$ cat src/rtl/otn_frame_tx.sv
// Transmit-side OTN framer: 4x1041 byte frame with FAS/MFAS overhead and pulled payload.
// Optional BIP-8 over the previous frame's payload at row 0 col 7: define OTN_FRAME_TX_BIP8_EN.
module otn_frame_tx #(
  parameter int unsigned OH_COLS  = 16,
  parameter int unsigned LAST_COL = 1040
) (
  input  logic        i_clk,
  input  logic        i_rst_n,
  input  logic        i_enable,
  input  logic        i_data_req,
  input  logic        i_pl_valid,
  input  logic [7:0]  i_pl_data,
  output logic        o_pl_req,
  output logic        o_valid,
  output logic [7:0]  o_data,
  output logic        o_sof,
  output logic [1:0]  o_row_cnt,
  output logic [10:0] o_col_cnt,
  output logic        o_underrun,
  output logic        o_busy
);

  localparam logic [0:0]  ST_IDLE = 1'b0;
  localparam logic [0:0]  ST_RUN  = 1'b1;
  localparam logic [10:0] OhCol   = 11'(OH_COLS);
  localparam logic [10:0] LastCol = 11'(LAST_COL);

  logic [0:0]  state_q, state_d;
  logic [1:0]  row_q, row_d;
  logic [10:0] col_q, col_d;
  logic [7:0]  mfas_q, mfas_d;

  logic        send, is_pay, last_byte;
  logic [7:0]  byte_mux, bip_byte;

  logic        valid_q, valid_d, sof_q, sof_d, und_q, und_d;
  logic [7:0]  data_q, data_d;
  logic [1:0]  orow_q, orow_d;
  logic [10:0] ocol_q, ocol_d;

  assign send      = (state_q == ST_RUN) && i_data_req;
  assign is_pay    = col_q >= OhCol;
  assign last_byte = (row_q == 2'd3) && (col_q == LastCol);
  assign o_pl_req  = send && is_pay;
  assign o_busy    = (state_q == ST_RUN);

  always_comb begin
    state_d = state_q;
    row_d   = row_q;
    col_d   = col_q;
    mfas_d  = mfas_q;
    case (state_q)
      ST_IDLE: begin
        row_d = 2'd0;
        col_d = 11'd0;
        if (i_enable) state_d = ST_RUN;
      end
      ST_RUN: begin
        if (send) begin
          if (col_q == LastCol) begin
            col_d = 11'd0;
            row_d = row_q + 2'd1;
            // Enable is only honoured at the frame boundary so frames are never cut short.
            if (row_q == 2'd3) begin
              mfas_d  = mfas_q + 8'd1;
              state_d = i_enable ? ST_RUN : ST_IDLE;
            end
          end else begin
            col_d = col_q + 11'd1;
          end
        end
      end
      default: state_d = ST_IDLE;
    endcase
  end

  always_comb begin
    byte_mux = 8'h00;
    if (is_pay) begin
      byte_mux = i_pl_valid ? i_pl_data : 8'h00;
    end else if (row_q == 2'd0) begin
      if (col_q < 11'd3)       byte_mux = 8'hF6;
      else if (col_q < 11'd6)  byte_mux = 8'h28;
      else if (col_q == 11'd6) byte_mux = mfas_q;
      else if (col_q == 11'd7) byte_mux = bip_byte;
    end
  end

`ifdef OTN_FRAME_TX_BIP8_EN
  logic [7:0] acc_q, acc_d, bip_q, bip_d;

  always_comb begin
    acc_d = acc_q;
    bip_d = bip_q;
    if (send && is_pay) acc_d = acc_q ^ byte_mux;
    if (send && last_byte) begin
      bip_d = acc_d;
      acc_d = 8'h00;
    end
  end

  always_ff @(posedge i_clk or negedge i_rst_n) begin
    if (!i_rst_n) begin
      acc_q <= 8'h00;
      bip_q <= 8'h00;
    end else begin
      acc_q <= acc_d;
      bip_q <= bip_d;
    end
  end

  assign bip_byte = bip_q;
`else
  assign bip_byte = 8'h00;
`endif

  always_comb begin
    valid_d = send;
    sof_d   = send && (row_q == 2'd0) && (col_q == 11'd0);
    und_d   = o_pl_req && !i_pl_valid;
    data_d  = send ? byte_mux : data_q;
    orow_d  = send ? row_q : orow_q;
    ocol_d  = send ? col_q : ocol_q;
  end

  always_ff @(posedge i_clk or negedge i_rst_n) begin
    if (!i_rst_n) begin
      state_q <= ST_IDLE;
      row_q   <= 2'd0;
      col_q   <= 11'd0;
      mfas_q  <= 8'h00;
      valid_q <= 1'b0;
      sof_q   <= 1'b0;
      und_q   <= 1'b0;
      data_q  <= 8'h00;
      orow_q  <= 2'd0;
      ocol_q  <= 11'd0;
    end else begin
      state_q <= state_d;
      row_q   <= row_d;
      col_q   <= col_d;
      mfas_q  <= mfas_d;
      valid_q <= valid_d;
      sof_q   <= sof_d;
      und_q   <= und_d;
      data_q  <= data_d;
      orow_q  <= orow_d;
      ocol_q  <= ocol_d;
    end
  end

  assign o_valid    = valid_q;
  assign o_data     = data_q;
  assign o_sof      = sof_q;
  assign o_row_cnt  = orow_q;
  assign o_col_cnt  = ocol_q;
  assign o_underrun = und_q;

endmodule

$ cat config.mk
export PLATFORM = sky130hd
export DESIGN_NAME = otn_frame_tx
export DESIGN_NICKNAME = d
export VERILOG_FILES = /design/src/rtl/otn_frame_tx.sv
export SDC_FILE = /design/constraint.sdc
export NUM_CORES = 1
export LEC_CHECK = 0
export CAP_MARGIN = 5
export CORE_ASPECT_RATIO = 0.8
export CORE_MARGIN = 3
export CORE_UTILIZATION = 55
export DETAILED_ROUTE_END_ITERATION = 7
export GPL_TIMING_DRIVEN = 0
export PLACE_DENSITY_LB_ADDON = 0.15
export SLEW_MARGIN = 10
export SYNTH_ARGS = -nofsm -noshare
export SYNTH_HDL_FRONTEND = slang
export SYNTH_SLANG_ARGS = --single-unit
$ cat constraint.sdc
create_clock -name i_clk -period 4.8 [get_ports i_clk]
set_clock_uncertainty 0.15 [all_clocks]
set_input_delay 0.96 -clock i_clk [delete_from_list [all_inputs] [get_ports i_clk]]
set_output_delay 0.96 -clock i_clk [all_outputs]
set_load 0.005 [all_outputs]
==> results_slide.txt <==
Run Summary

STA
  • Max Transition Viols Final: 0
  • RSZ-0062 raised after global routing: false
  • WHS: 0.322 ns
  • Final min period: 4.02 ns
  • Worst slew margin relative to its limit: 48.9%
  • Setup WS post-layout: 0.779 ns
  • Transition time at the pin with the least slew margin: 0.759 ns
  • Final hold violation count: 0
  • Final total negative setup slack: 0 ns
  • Portion of the clock cycle consumed by the worst path in the final layout: 83.8%
  • Timing-limited maximum frequency: 249 MHz

Route
  • Total DRC errors in the routed layout: 0
  • Topmost layer with routed signal wires: met4
  • Total length of routed wires: 4910 µm
  • Post-DR wirelength/cell: 15.7 µm
  • Post-route antenna net violation count: 0
  • DRT met1 WL: 2240 µm
  • Number of design-rule violations left by the first detailed-router iteration: 126
  • Avg Vias per Cell: 5.67
  • First-pass detailed-route iteration total: 4
  • Detailed route wirelength on metal2: 2200 µm

Logic synthesis
  • Number of flops mapped to enable cells by yosys: 0
  • Area fraction in full adders, half adders and majority gates: 2.82%
  • MUX area fraction: 5.82%
  • Async SR Flop Fraction: 100%
  • Commonest cells in the synthesized netlist: sky130_fd_sc_hd__dfrtp_1, sky130_fd_sc_hd__nand2_1, sky130_fd_sc_hd__nand3_1, sky130_fd_sc_hd__o21ai_0
  • Synthesized netlist net count: 231
  • Synthesized cell area: 2220 µm²
  • Largest area contributor in the netlist: sky130_fd_sc_hd__dfrtp_1
  • Aoi share: 8.41%
  • Post-synthesis sequential element count: 46
  • Area fraction in and, or, nand and nor cells after synthesis: 22.3%
  • Chip area from the yosys synthesis statistics: 2220 µm²
  • Number of unique standard cell types used by synthesis: 39
  • Fraction of synthesized cell area in xor and xnor cells: 5.14%
  • Most used standard cell by instance count after synthesis: sky130_fd_sc_hd__dfrtp_1
  • Most frequently used flop master after synthesis: sky130_fd_sc_hd__dfrtp_1
  • Post-synth seq share: 51.9%
  • Area fraction of the dominant cell type after synthesis: 51.9%

Critical path
  • Required @ worst endpoint: 3.69 ns
  • Largest stage delay on the critical path: 0.57 ns
  • Cell-by-cell trace of the critical path: clkdlybuf4s50_1 > clkbuf_1 > nand2_1 > clkbuf_1 > nor2_1 > clkdlybuf4s50_1
  • Startpoint types: input port
  • Beginning of the worst register-to-register path: col_q[5]
  • End of the worst register-to-register path: o_data[7]
  • Crit path launch: i_data_req
  • Critical Path Sink: o_pl_req
  • Crit path max fanout: 10
  • CP endpoint kind: output pin
  • Arrival time reported for the critical path endpoint: 2.91 ns

Clock network
  • Hold Buf Count CTS: 0
  • Inserted Clock Buffers: 5
  • Number of clock sinks: 46
  • Clock tree from TritonCTS: done
  • H-Tree Level Count: 2
  • Root buf cell: sky130_fd_sc_hd__clkbuf_8
  • CTS clock-pin slew for the worst setup and hold paths: 0.08 ns
  • Maximum clock path buffer count: 2
  • Clk latency late pin: 0.30 ns

Finish
  • Buffering overhead: 16.0%
  • Top cell class by occupied area: flip-flops and latches
  • Area delta synth->final: 24.9%
  • Post-layout instance count excluding filler cells: 312
  • FF/Latch Area: 1150 µm²
  • Count of clock buffers in the final design: 7
  • Most frequent cells in the layout: sky130_fd_sc_hd__dfrtp_1, sky130_fd_sc_hd__clkdlybuf4s50_1, sky130_fd_sc_hd__nand2_1, sky130_fd_sc_hd__nand3_1, sky130_fd_sc_hd__o21ai_0
  • Combinational gate area: 986 µm²
  • Most frequently placed logic cell in the final layout: sky130_fd_sc_hd__dfrtp_1
  • Layout sequential cell count: 46
  • Final Net Count: 277
  • Non-Clock Inverter Count: 8
  • Number of antenna cells inserted: 0
  • Buffer count excluding the clock tree in the final layout: 50
  • Ratio of cells with drive above 1 in the final layout: 9.23%

Placement
  • Instance count after placement with tap cells included: 304
  • Final weighted congestion in routability-driven placement: 0.880
  • Pre-CTS setup slack: 0.813 ns

Floorplanning
  • Number of I/O pins: 39
  • Share of the core filled by cells before placement: 60.9%
  • Die area: 4830 µm²
  • Core footprint: 3640 µm²

Min path
  • Path type of the worst min-delay path: reg2reg
  • Hold path cells: 1
  • Capture endpoint of the worst hold path: mfas_q[7]
  • Launch point of the worst hold path: mfas_q[7]

Run
  • Count of maximum capacitance violations: 0

Global routing
  • Initial antenna violation count: 0
  • Most congested layer reported by global routing: met2
  • All-layer global routing usage: 21.8%
  • Met2 track demand over resource: 33.0%
  • Gr ovfl total: 0

Outcome
  • Result of the run: finished clean
-- worst max-delay path, delay by kind of cell --
kind | cells | cell delay [ns]
simple gates | 2 | 0.28
buf+inv | 4 | 1.66
-- state kept, by name, indices dropped and copies added (netlist names) --
signal,flops
o_valid,1
row_q,2
o_underrun,1
o_row_cnt,2
o_busy,1
col_q,11
mfas_q,8
o_sof,1
o_data,8
o_col_cnt,11
-- metrics by stage --
step                util, %  instance area, µm²  power, µW
floorplan                 -                2220        696
global route           76.1                2770       1190
global placement       73.2                2660        866
finish                 76.1                2770       1120
CTS                    76.1                2770       1120
detailed placement     73.6                2680        875
-- where the power goes --
group / internal (µW) / switching [µW] / total (µW)
registers: 456 / 48.8 / 505
clock network: 116 / 129 / 246
logic: 196 / 171 / 367
total: 768 / 349 / 1120
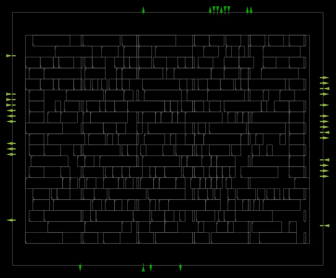
placement.png
FILL cells: 275
floorplan row count: 19
post-layout util: 76.1%
flip-flop and latch share of the layout cell area: 41.6%

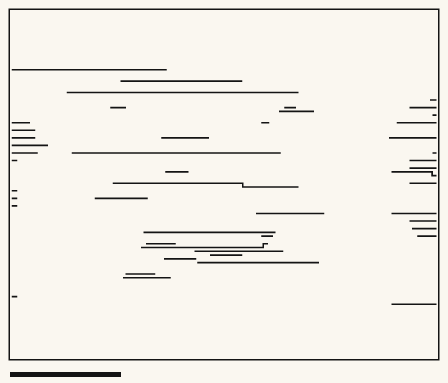
layer_met3.png
Scale bar: 20 µm.
longest straight run: 41.4 µm
main direction: horizontal
GRT met3 Usage: 5.48%
via total after detailed routing: 1769

No activity file was given, so power comes from the tool's default toggle rates.
